`src/rtl/async_fifo_wr_ctrl.sv`:
```
// Write-side burst controller for an async FIFO: throttles on near-full, bursts up to BURST_LEN words.
// Define FIFO_WR_STATS_EN to build the saturating frame/word/stall counters; otherwise they read 0.
module async_fifo_wr_ctrl #(
    parameter int WIDTH     = 8,
    parameter int BURST_LEN = 8,
    parameter int CNT_W     = 16
) (
    input  logic             wr_clk,
    input  logic             async_rst_n,
    input  logic [WIDTH-1:0] s_data,
    input  logic             s_valid,
    input  logic             s_last,
    output logic             s_ready,
    output logic [WIDTH:0]   fifo_data_in,
    output logic             fifo_wr_en,
    input  logic             fifo_full,
    input  logic             fifo_going_full,
    output logic             busy,
    output logic [CNT_W-1:0] frame_cnt,
    output logic [CNT_W-1:0] word_cnt,
    output logic [CNT_W-1:0] stall_cnt
);
    localparam int BEAT_W = $clog2(BURST_LEN + 1);

    typedef enum logic [1:0] {IDLE, WAIT_ROOM, BURST} state_t;

    state_t            state;
    state_t            state_nxt;
    logic [BEAT_W-1:0] beat;
    logic [BEAT_W-1:0] beat_nxt;
    logic [1:0]        rst_sync;
    logic              rst_n;

    // Assert immediately, release only after two clean wr_clk edges.
    always_ff @(posedge wr_clk or negedge async_rst_n) begin
        if (!async_rst_n) rst_sync <= '0;
        else              rst_sync <= {rst_sync[0], 1'b1};
    end
    assign rst_n = rst_sync[1];

    always_ff @(posedge wr_clk or negedge rst_n) begin
        if (!rst_n) begin
            state <= IDLE;
            beat  <= '0;
        end else begin
            state <= state_nxt;
            beat  <= beat_nxt;
        end
    end

    always_comb begin
        state_nxt  = state;
        beat_nxt   = beat;
        s_ready    = 1'b0;
        fifo_wr_en = 1'b0;
        case (state)
            IDLE: begin
                if (s_valid) begin
                    state_nxt = fifo_going_full ? WAIT_ROOM : BURST;
                    beat_nxt  = '0;
                end
            end
            WAIT_ROOM: begin
                if (!fifo_going_full) begin
                    state_nxt = BURST;
                    beat_nxt  = '0;
                end
            end
            BURST: begin
                // Near-full is deliberately ignored here; only fifo_full pauses a burst.
                s_ready    = !fifo_full;
                fifo_wr_en = s_valid && !fifo_full;
                if (fifo_wr_en) begin
                    beat_nxt = beat + 1'b1;
                    if (s_last || beat_nxt == BEAT_W'(BURST_LEN)) state_nxt = IDLE;
                end
            end
            default: state_nxt = IDLE;
        endcase
    end

    assign fifo_data_in = {s_last, s_data};
    assign busy         = (state != IDLE);

`ifdef FIFO_WR_STATS_EN
    logic stall;
    assign stall = busy && s_valid && !fifo_wr_en;

    always_ff @(posedge wr_clk or negedge rst_n) begin
        if (!rst_n) begin
            frame_cnt <= '0;
            word_cnt  <= '0;
            stall_cnt <= '0;
        end else begin
            if (fifo_wr_en && s_last && frame_cnt != '1) frame_cnt <= frame_cnt + 1'b1;
            if (fifo_wr_en && word_cnt != '1)            word_cnt  <= word_cnt + 1'b1;
            if (stall && stall_cnt != '1)                stall_cnt <= stall_cnt + 1'b1;
        end
    end
`else
    assign frame_cnt = '0;
    assign word_cnt  = '0;
    assign stall_cnt = '0;
`endif

endmodule

```
`config.mk`:
```
export PLATFORM = sky130hd
export DESIGN_NAME = async_fifo_wr_ctrl
export DESIGN_NICKNAME = d
export VERILOG_FILES = /design/src/rtl/async_fifo_wr_ctrl.sv
export SDC_FILE = /design/constraint.sdc
export NUM_CORES = 1
export LEC_CHECK = 0
export CAP_MARGIN = 20
export CORE_MARGIN = 2
export CORE_UTILIZATION = 34
export CTS_BUF_LIST = sky130_fd_sc_hd__clkbuf_8
export CTS_CLUSTER_DIAMETER = 100
export DETAILED_ROUTE_END_ITERATION = 8
export PLACE_DENSITY = 0.85
export SLEW_MARGIN = 20
export SYNTH_ARGS = -nofsm -noshare
export SYNTH_HDL_FRONTEND = slang
export SYNTH_SLANG_ARGS = --single-unit
```
`constraint.sdc`:
```
create_clock -name wr_clk -period 2.55 [get_ports wr_clk]
set_input_delay 0.51 -clock wr_clk [delete_from_list [all_inputs] [get_ports wr_clk]]
set_output_delay 0.51 -clock wr_clk [all_outputs]
set_load 0.02 [all_outputs]
```
==> run_1/wire_density.png <==
Scale bar: 20 um. The die is cut into 11 by 11 equal tiles; black is low, pale yellow is high, scaled to the fullest tile. Values are wire area over tile area, all layers added.
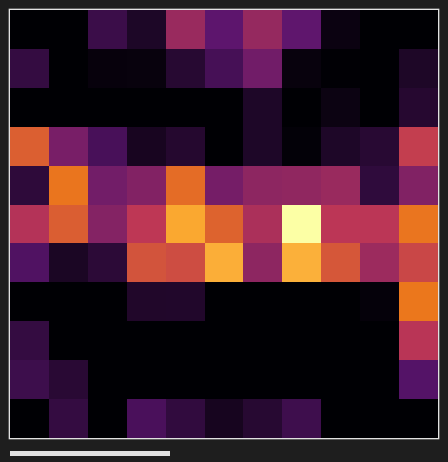
mean over tiles: 0.066
tiles over half the peak: 14%
emptiest ninth of the die: bottom middle
fullest tile: 0.34
nearly empty tiles: 40%
total routing usage reported by global routing: 7.90%
number of vias in the routed layout: 443

==> run_1/met1.png <==
Scale bar: 20 um.
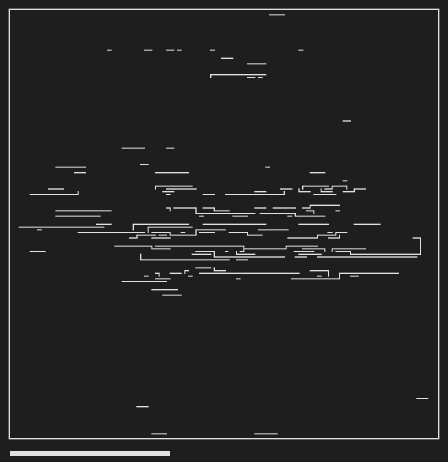
nets with wire on the layer: 57
main direction: horizontal
Post-Route WL: 1.07 mm
GR Layer Usage met1: 6.37%

==> summary.txt, run 1 <==
Observations from the implementation run.

Cells and area:
- The library cells used most frequently in the layout, excluding fill and tap cells, are sky130_fd_sc_hd__conb_1 (49), sky130_fd_sc_hd__clkdlybuf4s50_1 (9), sky130_fd_sc_hd__dfrtp_1 (8).
- The net count of the finished layout is 112.
- The run puts the fraction of area in clock buffers and inverters at 5.47%.
- The run puts the proportion of cell area occupied by multi-input gates at 50.4%.
- The run puts the number of buffers outside the clock class in the layout at 10.
- Per the final report, the share of cell area in non-clock buffers is 12.9%.
- The run gives the share of layout cells above drive strength 1 as 6.32%.
- The run gives the layout-stage area growth over the synthesis result as -9.32%.
- The run gives the flop count as 8.
- The filler cells instantiated in the layout total approximately 230.
- The largest registers in the layout are beat x4, rst_sync x2, state x2.
- Sequential cells make up 26.5% of the cell area.
- According to the cell report, the number of logic gates is around 74.
- The run gives the flip-flop count of the largest register, all copies and words added as 4.
- The layout has 3 clock buffers.

Drt:
- Detailed-route iteration 0 reported a violation count of 3.
- For this run, the detailed router's first-pass iteration total came to 2.
- Nets still carrying antenna violations after routing amount to 0.

Yosys:
- The run puts the fraction of the mapped netlist area in adder cells at around 1.5%.
- The run gives the flip-flop and latch count after synthesis as 8.
- The run gives the xor/xnor share of the synthesized area as under 10%.
- The run puts the synthesized netlist cell count at 92.
- The synthesis run shows the most used standard cells to be sky130_fd_sc_hd__buf_4 (57), sky130_fd_sc_hd__dfrtp_1 (8), sky130_fd_sc_hd__nor2_1 (3).
- The run gives the count of library flops with an enable pin as 0.
- The run puts the proportion of register bits with asynchronous set or reset after synthesis at 100%.
- The synthesized netlist devotes 8.12% of its cell area to compound gates.
- Before any placement, the netlist area is recorded as between 800 and 900 um2.
- The main area contributors are sky130_fd_sc_hd__buf_4 (51%), sky130_fd_sc_hd__dfrtp_1 (24%), sky130_fd_sc_hd__a22o_1 (2.1%).
- The synthesis report lists the Yosys warning total as 0.

Global route:
- The run gives the maximum number of pins on one net before global-route repair as 8.
- The run gives the first-pass GRT wire length as roughly 1.5 mm.
- The run gives the via count of the first global-routing pass as 371.
- The run gives the initial antenna violation count as 0.
- The run puts the leftover overflow at the end of global routing at 0.

Timing:
- The run gives the minimum clock period as ~2500 ps.
- The clock arrives with about 1.8 ps of skew.
- Across all hold checks on the routed design, the worst slack comes to 94.2 ps.
- The run gives the total negative slack for setup checks as 0 ps.
- The run puts the number of setup violations in the final report at 0.
- Setup repair after global routing left no endpoint under its margin.

Placement:
- The placement report lists the number of port buffers as 9.
- The run gives the half-perimeter wire length after detailed placement as around 900 um.

Critical path:
- The run gives the worst flop-to-flop path startpoint as state[1].
- The run puts the worst path required time at 2040 ps.
- STA classifies the critical path startpoint as a primary input.
- In this run the register-to-register setup slack is 1280 ps.
- The run puts the largest fanout on the critical path at 6.
- OpenSTA lists the critical path startpoint as fifo_full.
- The run gives the reg-to-reg endpoint as beat[2].
- By startpoint and endpoint, the worst setup path is classified as in2out.
- Measured in cells, the most critical reg-to-reg path has a length of 3.

Worst hold path:
- The path class of the tightest hold or removal check is reg2async.

Pwr:
- The run puts the total power per unit cell area at 754 nW/um2.
- The run puts the part of the power in the clock network at 26.0%.

Outcome:
- The run finished with clean final reports.

Floorplanning:
- The floorplan has 17 rows.
- The total area inside the core boundary comes to 2250 um2.
- The run puts the vertical extent of the die at 53.5 um.

Clocking:
- The run puts the number of CTS-inserted buffers at 3.
- The run gives the number of cells upsized or downsized after cts as 0.
==> run_1/final_congestion.png <==
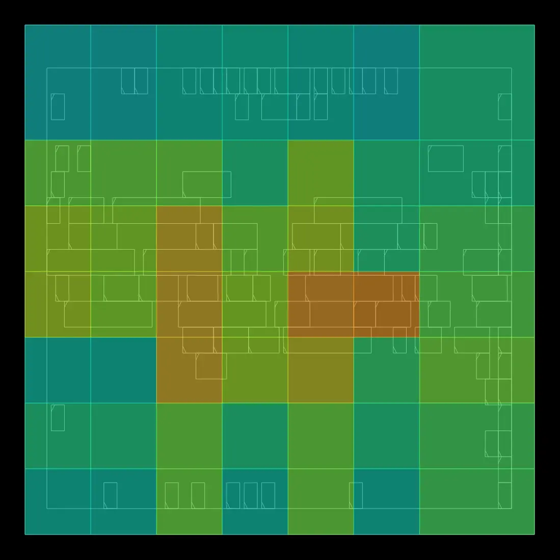
met3 Resource Use GR: 5.37%
most crowded layer after global routing: met2
GR Layer Usage met2: 13.8%
Avg WL per Cell: 8.67 um
Finished Core Util: 33.5%

## run 1: per-stage QoR
stage	std cells	setup slack (ps)	instance area (um2)
3_5_place_dp	120	94.1	713
5_1_grt	123	44.9	754
6_report	123	96.1	754
3_3_place_gp	120	116	713
4_1_cts	123	79.4	754
2_1_floorplan	139	1150	1010
## run 1: power by group through the flow
stage          Combinational [mW]  Clock [mW]  Sequential (mW)
2_1_floorplan               0.239           0            0.191
3_3_place_gp                0.211           0            0.195
3_5_place_dp                0.220           0            0.201
4_1_cts                     0.221       0.151            0.200
5_1_grt                     0.240       0.158            0.207
6_report                    0.221       0.148            0.200
## run 1: critical path: stages
cell	delay (ps)
sky130_fd_sc_hd__clkdlybuf4s50_1	430
sky130_fd_sc_hd__and4bb_4	390
sky130_fd_sc_hd__clkdlybuf4s50_1	620
==> run 2: changes to the inputs <==
--- a/config.mk
+++ b/config.mk
@@ -5,13 +5,14 @@
 export SDC_FILE = /design/constraint.sdc
 export NUM_CORES = 1
 export LEC_CHECK = 0
+export ABC_AREA = 0
 export CAP_MARGIN = 20
 export CORE_MARGIN = 2
 export CORE_UTILIZATION = 34
 export CTS_BUF_LIST = sky130_fd_sc_hd__clkbuf_8
 export CTS_CLUSTER_DIAMETER = 100
 export DETAILED_ROUTE_END_ITERATION = 8
-export PLACE_DENSITY = 0.85
+export PLACE_DENSITY = 0.95
 export SLEW_MARGIN = 20
 export SYNTH_ARGS = -nofsm -noshare
 export SYNTH_HDL_FRONTEND = slang
==> run_2/final_congestion.png <==
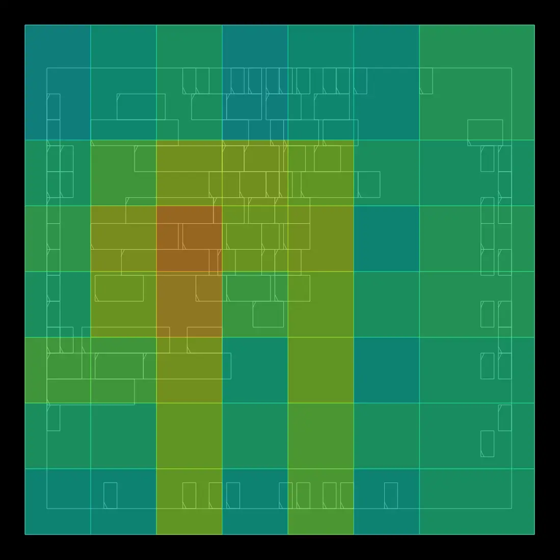
Avg WL per Cell: 7.54 um
total routing usage reported by global routing: 6.36%
met3 Resource Use GR: 0.847%

==> run 2 against run 1 <==
Die size stayed put. Final area stayed put. Critical path depth stayed put. Clock-buffer cell count stayed put. Clock power hardly changed. Clock skew is 1.1 ps lower. Highest routed layer unchanged.
==> summary.txt, run 2 <==
Observations from the implementation run.

Critical path:
- The run gives the slowest library cell on the worst path as sky130_fd_sc_hd__clkdlybuf4s50_1.
- The run gives the worst path required time as 2040 ps.
- STA lists the maximum fanout along the critical path as 6.
- The capture point of the worst register-to-register path is recorded as beat[2].
- The run gives the most used cell along the critical path as sky130_fd_sc_hd__clkdlybuf4s50_1.
- For this run, the slowest stage of the critical path takes 620 ps.
- The worst setup path is launched from a primary input.
- Walking the worst path, the cells encountered are clkdlybuf4s50_1 > and4bb_4 > clkdlybuf4s50_1.
- The run gives the total stage count of the critical path as 3.
- The run gives the register-to-register setup slack as 1300 ps.
- The run puts the count of buffering cells on the critical path with inverters included at 2.
- The launch point of the worst register-to-register path is recorded as state[1].
- The run puts the number of cells on the worst reg-to-reg path at 3.

Cells and area:
- The run puts the fraction of area in clock buffers and inverters at 5.47%.
- The run puts the flop count at 8.
- The run puts the register share of the cell area at 26.5%.
- The run puts the number of buffers outside the clock class in the layout at 10.
- The run gives the layout-stage area growth over the synthesis result as -9.32%.
- The run puts the total number of multi-input combinational cells at 74.
- The layout has around 240 filler cells.
- The run gives the proportion of cell area occupied by multi-input gates as 50.4%.
- The layout summary lists the proportion of cells stronger than drive strength 1 as 6.32%.
- The run gives the net count reported at finish as 112.
- The run gives the final design utilization as 33.5%.
- Non-clock buffers make up 12.9% of the layout cell area.
- The run puts the area of all placed cells without fillers at 754 um2.
- The run gives the flip-flop count of the largest register, all copies and words added as 4.
- The run puts the count of non-filler cells in the finished layout at 123.
- The run puts the total of clock buffers placed in the layout at 3.

Floorplanning:
- The run gives the area of the core as between 2000 and 2500 um2.
- The run gives the placement row count as 17.
- The run gives the vertical extent of the die as approximately 53 um.

Timing:
- The clock period could shrink to 2450 ps.
- The run puts the total negative slack for setup checks at 0 ps.
- The run puts the final number of max-transition violations at 0.
- The run puts the post-route clock skew at 0.630 ps.
- The run puts the worst hold margin at about 84 ps.
- The run gives the smallest setup slack after layout as 104 ps.

Outcome:
- The flow ran to the end, and the final reports show no timing, DRC or antenna violations.

Global route:
- The run puts the leftover overflow at the end of global routing at 0.
- Entering global routing, the biggest net connects 8 pins.
- The global routing report lists met1 layer usage as 7.90%.
- The global routing report lists met2 layer usage as 9.05%.
- The initial antenna violation count came to 0.
- The run puts the first-pass GRT wire length at 1.23 mm.
- The run puts the via count of the first global-routing pass at 295.

Yosys:
- The run puts the number of warning messages in the yosys log at 0.
- The run puts the flip-flop and latch count after synthesis at 8.
- The run gives the summed instance area of the synthesized netlist as 832 um2.
- Counting instances in the post-synthesis netlist gives the leading cell types as sky130_fd_sc_hd__buf_4 (57), sky130_fd_sc_hd__dfrtp_1 (8), sky130_fd_sc_hd__nor2_1 (3).
- The run puts the area share of and-or/or-and cells after synthesis at 8.12%.
- The main area contributors are sky130_fd_sc_hd__buf_4 (51%), sky130_fd_sc_hd__dfrtp_1 (24%), sky130_fd_sc_hd__a22o_1 (2.1%).
- Per the synthesis report, the XOR/XNOR share of the synthesized area is 1.05%.
- The run gives the synthesized netlist cell count as 92.
- Per the synthesis report, the dominant area consumer among library cells is sky130_fd_sc_hd__buf_4.
- The synthesized design contains 0 enable-type register cells.
- The cell-mix breakdown from Yosys lists the adder-cell area share as 1.50%.

Pwr:
- The run gives the part of the power in the clock network as 25.8%.
- The run puts the total power per unit cell area at 743 nW/um2.

Drt:
- After detailed routing, the total wire length is just over 900 um.
- In the log, the iteration count for the first detailed-route pass is 4.
- The run puts the count of vias placed by the detailed router at 430.
- The run puts the number of DRC markers after the initial detailed-route iteration at 2.
- The run gives the antenna violation net count after detailed routing as 0.
- In this run the top signal layer used is met4.

Clocking:
- The run puts the number of cells upsized or downsized after cts at 0.
- The run gives the deepest level of the CTS H-tree as 1.

Flow run:
- The run gives the number of max-cap violations as 0.

Placement:
- The run gives the number of port buffers as 9.
- The run puts the number of placed instances with taps included at 120.
- The placed instances occupy a cell area of 713 um2.
- The run puts the half-perimeter wire length after detailed placement at 806 um.
- Logged for this run, the post-placement worst setup slack is between 90 and 100 ps.

Worst hold path:
- The run gives the path class of the lowest-slack min-delay path as reg2async.
[run 2: kinds of logic (layout without fill, tap and decap cells)]
| group | after synthesis | after routing |
|---|---|---|
| buffers and inverters | 57 | 13 |
| muxes | 2 | 2 |
| DFF | 8 | 8 |
| and+or+nand+nor | 13 | 13 |
| other | 2 | 49 |
| adders and majority gates | 1 | 1 |
| AOI/OAI and AO/OA | 8 | 8 |
| xor gates and xnor gates | 1 | 1 |
[run 2: power groups by stage]
stage / Combinational (mW) / Sequential, mW / Clock [mW]
2_1_floorplan: 0.239 / 0.191 / 0
3_3_place_gp: 0.215 / 0.197 / 0
3_5_place_dp: 0.218 / 0.200 / 0
4_1_cts: 0.219 / 0.198 / 0.151
5_1_grt: 0.244 / 0.208 / 0.153
6_report: 0.217 / 0.199 / 0.145
==> run 3: changes to the inputs <==
--- a/config.mk
+++ b/config.mk
@@ -6,9 +6,10 @@
 export NUM_CORES = 1
 export LEC_CHECK = 0
 export ABC_AREA = 0
-export CAP_MARGIN = 20
+export CELL_PAD_IN_SITES_DETAIL_PLACEMENT = 1
+export CELL_PAD_IN_SITES_GLOBAL_PLACEMENT = 2
 export CORE_MARGIN = 2
-export CORE_UTILIZATION = 34
+export CORE_UTILIZATION = 17
 export CTS_BUF_LIST = sky130_fd_sc_hd__clkbuf_8
 export CTS_CLUSTER_DIAMETER = 100
 export DETAILED_ROUTE_END_ITERATION = 8
==> run_3/density.png <==
Scale bar: 20 um. The die is cut into 7 by 7 equal tiles; black is low, pale yellow is high, 0 to 100% covered.
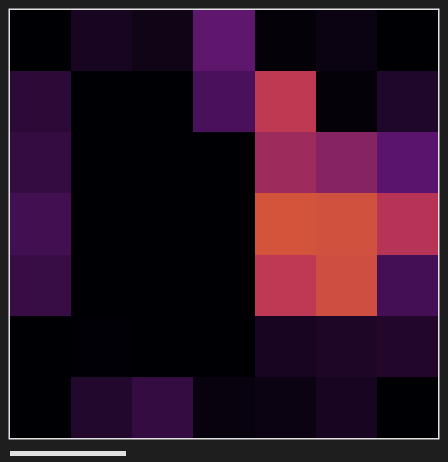
fullest tile: 59%
mean over tiles: 13%
densest ninth of the die: right middle
nearly empty tiles: 43%
emptiest ninth of the die: bottom left
area of the core region: 4720 um2
FP Util: 17.6%
Finished Core Util: 16.8%

==> run 3 against run 2 <==
Flip-flop count stayed put. First-iteration DRC count went up to 7.0 times the previous value. Combinational power hardly changed. Global-route usage is 2.4 points lower. Sequential share of layout area is 1.4 points lower. Via count is 3.0% higher. Worst setup slack worse by 49 ps. Maximum frequency is 2.0% lower. Synthesized cell count stayed put. Register-to-register slack worse by 30 ps. Worst hold slack worse by 0.97 ps.
==> summary.txt, run 3 <==
Observations from the implementation run.

Outcome:
- The flow ran to the end, and the final reports show no timing, DRC or antenna violations.

Cells and area:
- The run puts the flop count at 8.
- The run puts the share of layout cells above drive strength 1 at under 10%.
- The run puts the fraction of cell area in non-clock buffers at 11.3%.
- The run puts the layout-stage area growth over the synthesis result at -4.36%.
- The run gives the proportion of cell area occupied by multi-input gates as approximately 48%.
- Leaving out fill and tap cells, the most frequent cells in the layout are sky130_fd_sc_hd__conb_1 (49), sky130_fd_sc_hd__clkdlybuf4s50_1 (9), sky130_fd_sc_hd__dfrtp_1 (8).
- The run puts the count of non-filler cells in the finished layout at 161.
- The run gives the number of buffers outside the clock class in the layout as 9.
- The run puts the total number of multi-input combinational cells at 74.
- The run gives the total of clock buffers placed in the layout as 3.
- The run puts the layout filler cell count at 572.
- The fraction of final cell area spent on clock buffers and inverters in this run is 5.19%.

Timing:
- The most critical hold endpoint after final layout shows a slack of 83.5 ps.
- The run gives the number of setup violations in the final report as 0.
- The run puts the final number of max-transition violations at 0.
- Setup repair after global routing left no endpoint under its margin.
- For the final database, setup skew stands at between 3 and 4 ps.
- The run gives the smallest setup slack after layout as about 56 ps.
- After routing, the total negative slack on setup checks comes to 0 ps.

Global route:
- The run puts the leftover overflow at the end of global routing at 0.
- The run gives the busiest layer in global routing as met2.
- The run puts the met3 demand-to-capacity share in global routing at approximately 1.5%.
- The via count of the first global-routing pass was 357.
- The run gives the met1 usage as 3.55%.
- Entering global routing, the biggest net connects 8 pins.
- The initial antenna violation count came to 0.
- The run gives the total global-route track usage as 3.99%.

Drt:
- The highest layer touched by signal routing is met4.
- The final layout contains routed wiring with a total length of 1.15 mm.
- Per the log, the first TritonRoute iteration ended with a DRC count of 14.
- Nets still carrying antenna violations after routing amount to 0.

Yosys:
- The run gives the summed instance area of the synthesized netlist as 832 um2.
- Synthesis inferred 8 register bits.
- Counting flops with an async set or reset pin after synthesis yields a share of 100%.
- Counting the warning lines in the Yosys log gives 0.
- The run puts the synthesized netlist cell count at 92.
- Counting instances in the post-synthesis netlist gives the leading cell types as sky130_fd_sc_hd__buf_4 (57), sky130_fd_sc_hd__dfrtp_1 (8), sky130_fd_sc_hd__nor2_1 (3).
- The run gives the count of library flops with an enable pin as 0.

Placement:
- The run puts the number of placed instances with taps included at 158.
- The run puts the number of port buffers at 9.
- The run gives the worst setup timing slack at the placement stage as 65.9 ps.
- Summing all placed instances gives a cell area of 754 um2.

Critical path:
- The run puts the largest fanout on the critical path at 6.
- The run puts the register-to-register setup slack at 1270 ps.
- The launch point of the worst register-to-register path is recorded as state[1].
- The run gives the worst setup path category as in2out.
- The run puts the count of buffering cells on the critical path with inverters included at 2.
- The run gives the reg-to-reg endpoint as beat[2].
- Among the stages of the critical path, the cell type that occurs most often is sky130_fd_sc_hd__clkdlybuf4s50_1.
- In this run the worst setup path begins at fifo_full.
- The run gives the number of cells on the worst reg-to-reg path as 3.
- The largest single stage delay on the critical path is 610 ps.
- The data required time reported for the critical path is 2040 ps.

Clocking:
- The run gives the number of cells upsized or downsized after cts as 0.
- The run puts the deepest level of the CTS H-tree at 1.

Pwr:
- Per the summary, power density relative to cell area is roughly 710 nW/um2.

Floorplanning:
- The run gives the vertical extent of the die as 74.0 um.
run 3: cell count changes in the layout (fill, tap and decap cells not counted), sizes merged:
cell	delta
buf	-1
run 3: cells by family (layout without fill, tap and decap cells):
group / after synthesis / count (layout) / synth area share [%]
mux: 2 / 2 / 2.56
flops: 8 / 8 / 24.1
compound gates: 8 / 8 / 8.12
other cells: 2 / 49 / 0.903
simple gates: 13 / 13 / 10.4
buf+inv: 57 / 12 / 51.4
fa+ha+maj: 1 / 1 / 1.50
xor+xnor: 1 / 1 / 1.05
run 3: power breakdown:
part | internal, mW | switching (mW) | leakage (nW)
Combinational | 0.0866 | 0.131 | 0.267
Clock | 0.102 | 0.0457 | 0.0216
Sequential | 0.158 | 0.0444 | 0.102
Power and IR drop assume default switching activity.
